`src/rtl/symbol_packer_pkg.sv`:
```
// Shared modem package: modulation types, per-modulation settings and mode decode.
package symbol_packer_pkg;

  localparam int unsigned MAX_SYMBOL_SIZE = 3;
  localparam int unsigned BIT_CNT_W       = 2;
  localparam int unsigned MOD_W           = 2;

  typedef enum logic [MOD_W-1:0] {
    MOD_BPSK = 2'd0,
    MOD_QPSK = 2'd1,
    MOD_PSK8 = 2'd2
  } t_modulation;

  typedef struct packed {
    logic [BIT_CNT_W-1:0] bits_per_symbol;
  } t_modulation_settings;

  typedef enum logic {
    ST_IDLE = 1'b0,
    ST_FILL = 1'b1
  } t_packer_state;

  // Bits carried by one symbol of the given modulation.
  function automatic t_modulation_settings get_modulation_settings(input t_modulation mod);
    t_modulation_settings s;
    s.bits_per_symbol = BIT_CNT_W'(1);
    case (mod)
      MOD_QPSK: s.bits_per_symbol = BIT_CNT_W'(2);
      MOD_PSK8: s.bits_per_symbol = BIT_CNT_W'(3);
      default:  s.bits_per_symbol = BIT_CNT_W'(1);
    endcase
    return s;
  endfunction

  // Map the 2-bit select code onto a modulation; the reserved code falls back to BPSK.
  function automatic t_modulation decode_modulation(input logic [MOD_W-1:0] code);
    t_modulation m;
    case (code)
      2'd1:    m = MOD_QPSK;
      2'd2:    m = MOD_PSK8;
      default: m = MOD_BPSK;
    endcase
    return m;
  endfunction

endpackage

```
`src/rtl/symbol_packer.sv`:
```
// Serial bit to symbol packer (BPSK/QPSK/PSK8), MSB-first, one symbol of output buffering.
// Optional statistics counters are enabled by defining SYMBOL_PACKER_STATS_EN.
module symbol_packer
  import symbol_packer_pkg::*;
#(
  parameter int unsigned CNT_W = 16
) (
  input  logic                       iclk,
  input  logic                       iresetn,
  input  logic [MOD_W-1:0]           i_mod,
  input  logic                       i_valid,
  input  logic                       i_bit,
  input  logic                       i_last,
  output logic                       o_ready,
  output logic                       o_valid,
  output logic [MAX_SYMBOL_SIZE-1:0] o_sym,
  output logic                       o_last,
  input  logic                       i_ready
`ifdef SYMBOL_PACKER_STATS_EN
  ,
  output logic [CNT_W-1:0]           o_sym_cnt,
  output logic [CNT_W-1:0]           o_pad_cnt
`endif
);

  t_packer_state              state;
  t_packer_state              state_next;
  t_modulation                mod_q;
  logic                       frame_open;
  logic [BIT_CNT_W-1:0]       cnt_q;
  logic [MAX_SYMBOL_SIZE-1:0] sh_q;

  logic                       bit_xfer;
  logic                       sym_xfer;
  t_modulation                frame_mod;
  t_modulation_settings       settings;
  logic [BIT_CNT_W-1:0]       size;
  logic [BIT_CNT_W-1:0]       base_cnt;
  logic [BIT_CNT_W-1:0]       fill_cnt;
  logic [BIT_CNT_W-1:0]       pos;
  logic [MAX_SYMBOL_SIZE-1:0] base_sh;
  logic [MAX_SYMBOL_SIZE-1:0] packed_sh;
  logic                       emit;

  assign o_ready  = !o_valid || i_ready;
  assign bit_xfer = i_valid && o_ready;
  assign sym_xfer = o_valid && i_ready;

  // State register.
  always_ff @(posedge iclk or negedge iresetn) begin
    if (!iresetn) state <= ST_IDLE;
    else          state <= state_next;
  end

  // Next state: a completed or terminated symbol always returns to IDLE.
  always_comb begin
    state_next = state;
    if (bit_xfer) state_next = emit ? ST_IDLE : ST_FILL;
  end

  // Datapath decode: modulation of the frame, bit placement and emit decision.
  always_comb begin
    frame_mod = mod_q;
    settings  = get_modulation_settings(MOD_BPSK);
    size      = BIT_CNT_W'(1);
    base_cnt  = cnt_q;
    base_sh   = sh_q;
    fill_cnt  = BIT_CNT_W'(1);
    pos       = '0;
    packed_sh = '0;
    emit      = 1'b0;

    // i_mod is only honoured on the first bit of a frame.
    if (state == ST_IDLE && !frame_open) frame_mod = decode_modulation(i_mod);
    settings = get_modulation_settings(frame_mod);
    size     = settings.bits_per_symbol;

    if (state == ST_IDLE) begin
      base_cnt = '0;
      base_sh  = '0;
    end

    fill_cnt  = BIT_CNT_W'(base_cnt + BIT_CNT_W'(1));
    pos       = BIT_CNT_W'(size - fill_cnt);
    packed_sh = base_sh | (MAX_SYMBOL_SIZE'(i_bit) << pos);
    emit      = bit_xfer && ((fill_cnt == size) || i_last);
  end

  // Partial-symbol storage and frame tracking.
  always_ff @(posedge iclk or negedge iresetn) begin
    if (!iresetn) begin
      mod_q      <= MOD_BPSK;
      frame_open <= 1'b0;
      cnt_q      <= '0;
      sh_q       <= '0;
    end else if (bit_xfer) begin
      mod_q      <= frame_mod;
      frame_open <= !i_last;
      cnt_q      <= emit ? '0 : fill_cnt;
      sh_q       <= emit ? '0 : packed_sh;
    end
  end

  // Output symbol register; holds while downstream stalls.
  always_ff @(posedge iclk or negedge iresetn) begin
    if (!iresetn) begin
      o_valid <= 1'b0;
      o_sym   <= '0;
      o_last  <= 1'b0;
    end else if (emit) begin
      o_valid <= 1'b1;
      o_sym   <= packed_sh;
      o_last  <= i_last;
    end else if (sym_xfer) begin
      o_valid <= 1'b0;
    end
  end

`ifdef SYMBOL_PACKER_STATS_EN
  logic pad_q;

  // Remember whether the symbol in the output register was zero-padded.
  always_ff @(posedge iclk or negedge iresetn) begin
    if (!iresetn)  pad_q <= 1'b0;
    else if (emit) pad_q <= (fill_cnt != size);
  end

  // Count symbols (and padded symbols) accepted downstream.
  always_ff @(posedge iclk or negedge iresetn) begin
    if (!iresetn) begin
      o_sym_cnt <= '0;
      o_pad_cnt <= '0;
    end else if (sym_xfer) begin
      o_sym_cnt <= CNT_W'(o_sym_cnt + CNT_W'(1));
      if (pad_q) o_pad_cnt <= CNT_W'(o_pad_cnt + CNT_W'(1));
    end
  end
`endif

endmodule

```
`config.mk`:
```
export PLATFORM = sky130hd
export DESIGN_NAME = symbol_packer
export DESIGN_NICKNAME = d
export VERILOG_FILES = /design/src/rtl/symbol_packer_pkg.sv /design/src/rtl/symbol_packer.sv
export SDC_FILE = /design/constraint.sdc
export NUM_CORES = 1
export LEC_CHECK = 0
export ABC_AREA = 1
export CORE_UTILIZATION = 50
export CTS_CLUSTER_SIZE = 10
export DETAILED_ROUTE_END_ITERATION = 8
export PLACE_DENSITY = 0.76
export SETUP_SLACK_MARGIN = 0.15
export SLEW_MARGIN = 25
export SYNTH_ARGS = -nofsm -noshare
export SYNTH_HDL_FRONTEND = slang
export SYNTH_SLANG_ARGS = --single-unit
```
`constraint.sdc`:
```
create_clock -name iclk -period 2.35 [get_ports iclk]
set_input_delay 0.235 -clock iclk [delete_from_list [all_inputs] [get_ports iclk]]
set_output_delay 0.235 -clock iclk [all_outputs]
set_load 0.03 [all_outputs]
```
==> images/flops_by_reg.png <==
Scale: 12 px per um. Other sequential cells in the stronger grey, the rest of the logic in the fainter grey.
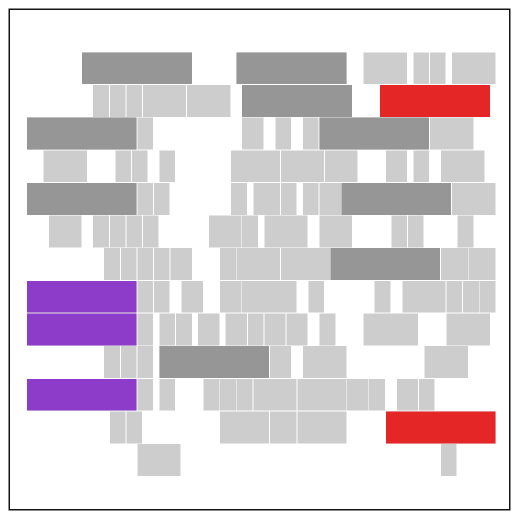
| name in the netlist | colour | sequential cells |
|---|---|---|
| mod_q | red | 2 |
| sh_q | purple | 3 |
not coloured: 9

==> images/congestion.png <==
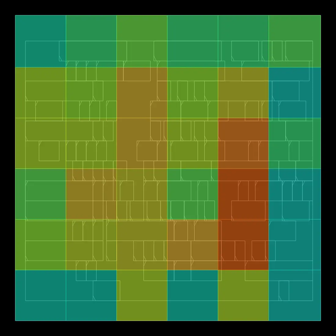
busiest layer in global routing: met2
Layout Utilization: 68.51%
met2 GRT Util: 31.56%
Routed WL per cell: 11.29 um
met1 usage: 21.75%

==> images/logic_types.png <==
Scale: 6 px per um.
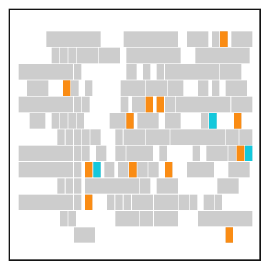
| family | colour | cells |
|---|---|---|
| NOR gates | cyan | 3 |
| inverters | orange | 12 |

==> images/detail.png <==
Window x 17 to 42, y 17 to 42 um. Cells in grey, sequential cells in the stronger grey; small squares are vias.
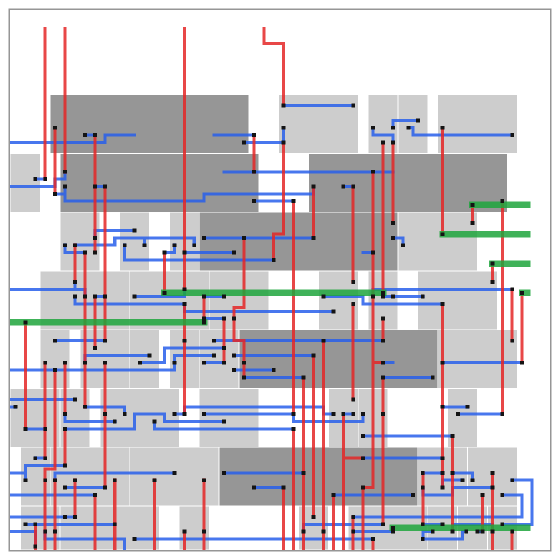
| layer | colour |
|---|---|
| metal 1 | blue |
| metal 2 | red |
| metal 3 | green |
cells with their middle in the window: 46
sequential cells in the window: 6
most frequent: nand2_1 (10), clkdlybuf4s50_1 (7), dfrtp_1 (6)

==> impl_metrics.py <==
# Physical implementation metrics
metrics = {
    "final_timing": {
        "timing.hold.ws_ns": 0.3448,
        "fmax_mhz": 527.3,
        "maxSlewHeadroom_pct": 58.06,
        "setup_tns_ns": 0,
        "post-route-min-period_ns": 1.896,
        "setup_violations": 0,
        "rsz0062_at_grt": "no",
        "drv_slew": 0,
        "clock_skew_ns": 0.006612,
        "setup_ws_ns": 0.4536,
    },
    "pwr": {
        "p_comb_w": 0.000622,
        "p_seq_share_pct": 33.4,
        "switchingPower_w": 0.0005061,
        "pwr_density_cell_nw_per_um2": 1190,
        "power_leader": "combinational cells",
        "p_leak_nw": 0.5097,
        "pwr-share-comb_pct": 55.2,
        "p_total_w": 0.001127,
        "p_seq_w": 0.000376,
        "swShare_pct": 44.91,
        "peakVddDrop_uv": 597.1,
        "p_clk_w": 0.000128,
    },
    "die": {
        "die_w_um": 41.58,
        "tapCellCount": 15,
        "ios": 14,
        "chipHeight_um": 41.58,
        "fp-row-count": 13,
        "core-area_um2": 1383,
    },
    "grt": {
        "grt_pass1_wl_um": 2477,
        "overflow": 0,
        "grt_pass1_vias": 618,
        "track_usage_pct": 18.37,
        "antenna_found_initial": 0,
    },
    "worst_setup_path": {
        "start_kind": "flop",
        "cp-end-kind": "flop",
        "cp-endpoint": "o_sym[2]",
        "crit_fanout": 7,
        "r2r_end": "o_sym[2]",
        "worstPathArrival_ns": 2.06,
        "worstPathRequired_ns": 2.51,
        "r2r_setup_slack_ns": 0.45,
        "path_class": "flop to flop",
        "crit_buf_inv": 1,
        "path_delay_family": "simple AND/OR/NAND/NOR gates",
        "path_depth": 11,
        "r2r_cells": 11,
        "worstPathCellList": "nor2_1 > nor2_1 > a31oi_1 > ha_1 > ha_1 > nand3_2 > nand2_2 > nand2_4 > inv_2 > nand2_1 > nand2_1",
        "crit_start": "frame_open",
        "r2r-start": "frame_open",
        "crit_path_max_incr_delay_ns": 0.39,
    },
    "run_status": {
        "outcome": "completed",
    },
    "synthesis": {
        "synthMuxAreaShare_pct": 0,
        "synthAdderAreaFrac_pct": 3.195,
        "yosys_area_um2": 783.3,
        "synth.logic.top_family": "simple AND/OR/NAND/NOR gates",
        "async_flop_share_pct": 100.0,
        "ys_cells": 99,
        "synth-xor-area-share_pct": 0,
        "ys_sh_simple_pct": 39.62,
        "edf_count": 0,
        "ys.flops": 14,
        "synth.cellmix.compoundShare_pct": 4.792,
        "ys_seq_share_pct": 44.73,
        "ff_type": "dfrtp_1",
        "ys.warnings.count": 0,
        "synth_nets": 109,
        "synth_area_per_cell_um2": 7.912,
    },
    "clock_tree": {
        "cts_buffers": 3,
        "cts_resized": 0,
        "cts_tree": "yes",
        "holdBufCountCts": 0,
        "cts-root-buf": "clkbuf_4",
        "cts_sinks": 14,
        "clockBufferDepth": 2,
        "cts_setup_buffers": 0,
        "clkSlewWorstSetupHoldPaths_ns": 0.08,
    },
    "layout": {
        "nNetsFinal": 126,
        "seq_area_um2": 350.3,
        "post-route-cell-area_um2": 947.2,
        "signal_buffers": 14,
        "drive_above_1_share_pct": 16.67,
        "comb_share_pct": 39.37,
        "final_cells": 129,
        "clock_area_share_pct": 2.378,
        "final_common_cell": "nand2_1",
        "logic_area_um2": 372.9,
        "inverters_excl_clock": 12,
        "seq_share_pct": 36.99,
        "insertedDiodeCount": 0,
        "syn_to_final_growth_pct": 20.93,
        "buf_share_pct": 14.53,
        "flops": 14,
        "clkbuf_count": 3,
        "final.fill_count": 113,
    },
    "placed_design": {
        "dpl.cell_count": 126,
        "placed_cell_area_um2": 924.6,
        "dp_slack_ns": 0.3475,
        "portBuffers": 13,
        "hpwl_um": 1164,
    },
    "route": {
        "vias": 637,
        "route.detailed.drc": 0,
        "vias_per_cell": 4.938,
        "postRouteAntennaNets": 0,
        "drt_first_pass_iters": 4,
        "dr.first_iter.drc_count": 13,
        "highest_layer": "met3",
        "dr_wl_met2_um": 703,
        "met1_length_um": 674,
        "totalWireLength_um": 1457,
    },
    "flow_run": {
        "cap_violations": 0,
        "warnings": 26,
    },
    "hold_path": {
        "hp-class": "primary input to asynchronous set/reset pin",
    },
}
## cell usage after synthesis (2+ instances only)
library cell | n | area share, %
nand2_1 | 40 | 19
dfrtp_1 | 14 | 45
inv_1 | 8 | 3.8
nand3_1 | 8 | 5.1
nand2_4 | 5 | 7.2
o21ai_1 | 5 | 3.2
inv_2 | 4 | 1.9
nand3_2 | 4 | 5.1
nor2_1 | 3 | 1.4
ha_1 | 2 | 3.2
nand2_2 | 2 | 1.6
## registers in the layout, summed over array words and instances, names as in the netlist
signal and count:
frame_open 1, state 1, sh_q 3, o_last 1
cnt_q 2, o_valid 1, mod_q 2, o_sym 3
## routing by layer
metal | up-vias | GRT usage (%)
li1 | 341 | -
met1 | 282 | 21.75
met2 | 14 | 31.56
met3 | 0 | 6.957
met4 | 0 | 3.871
met5 | - | 0
Power figures rest on the tool's default switching activity, not on a simulated workload.
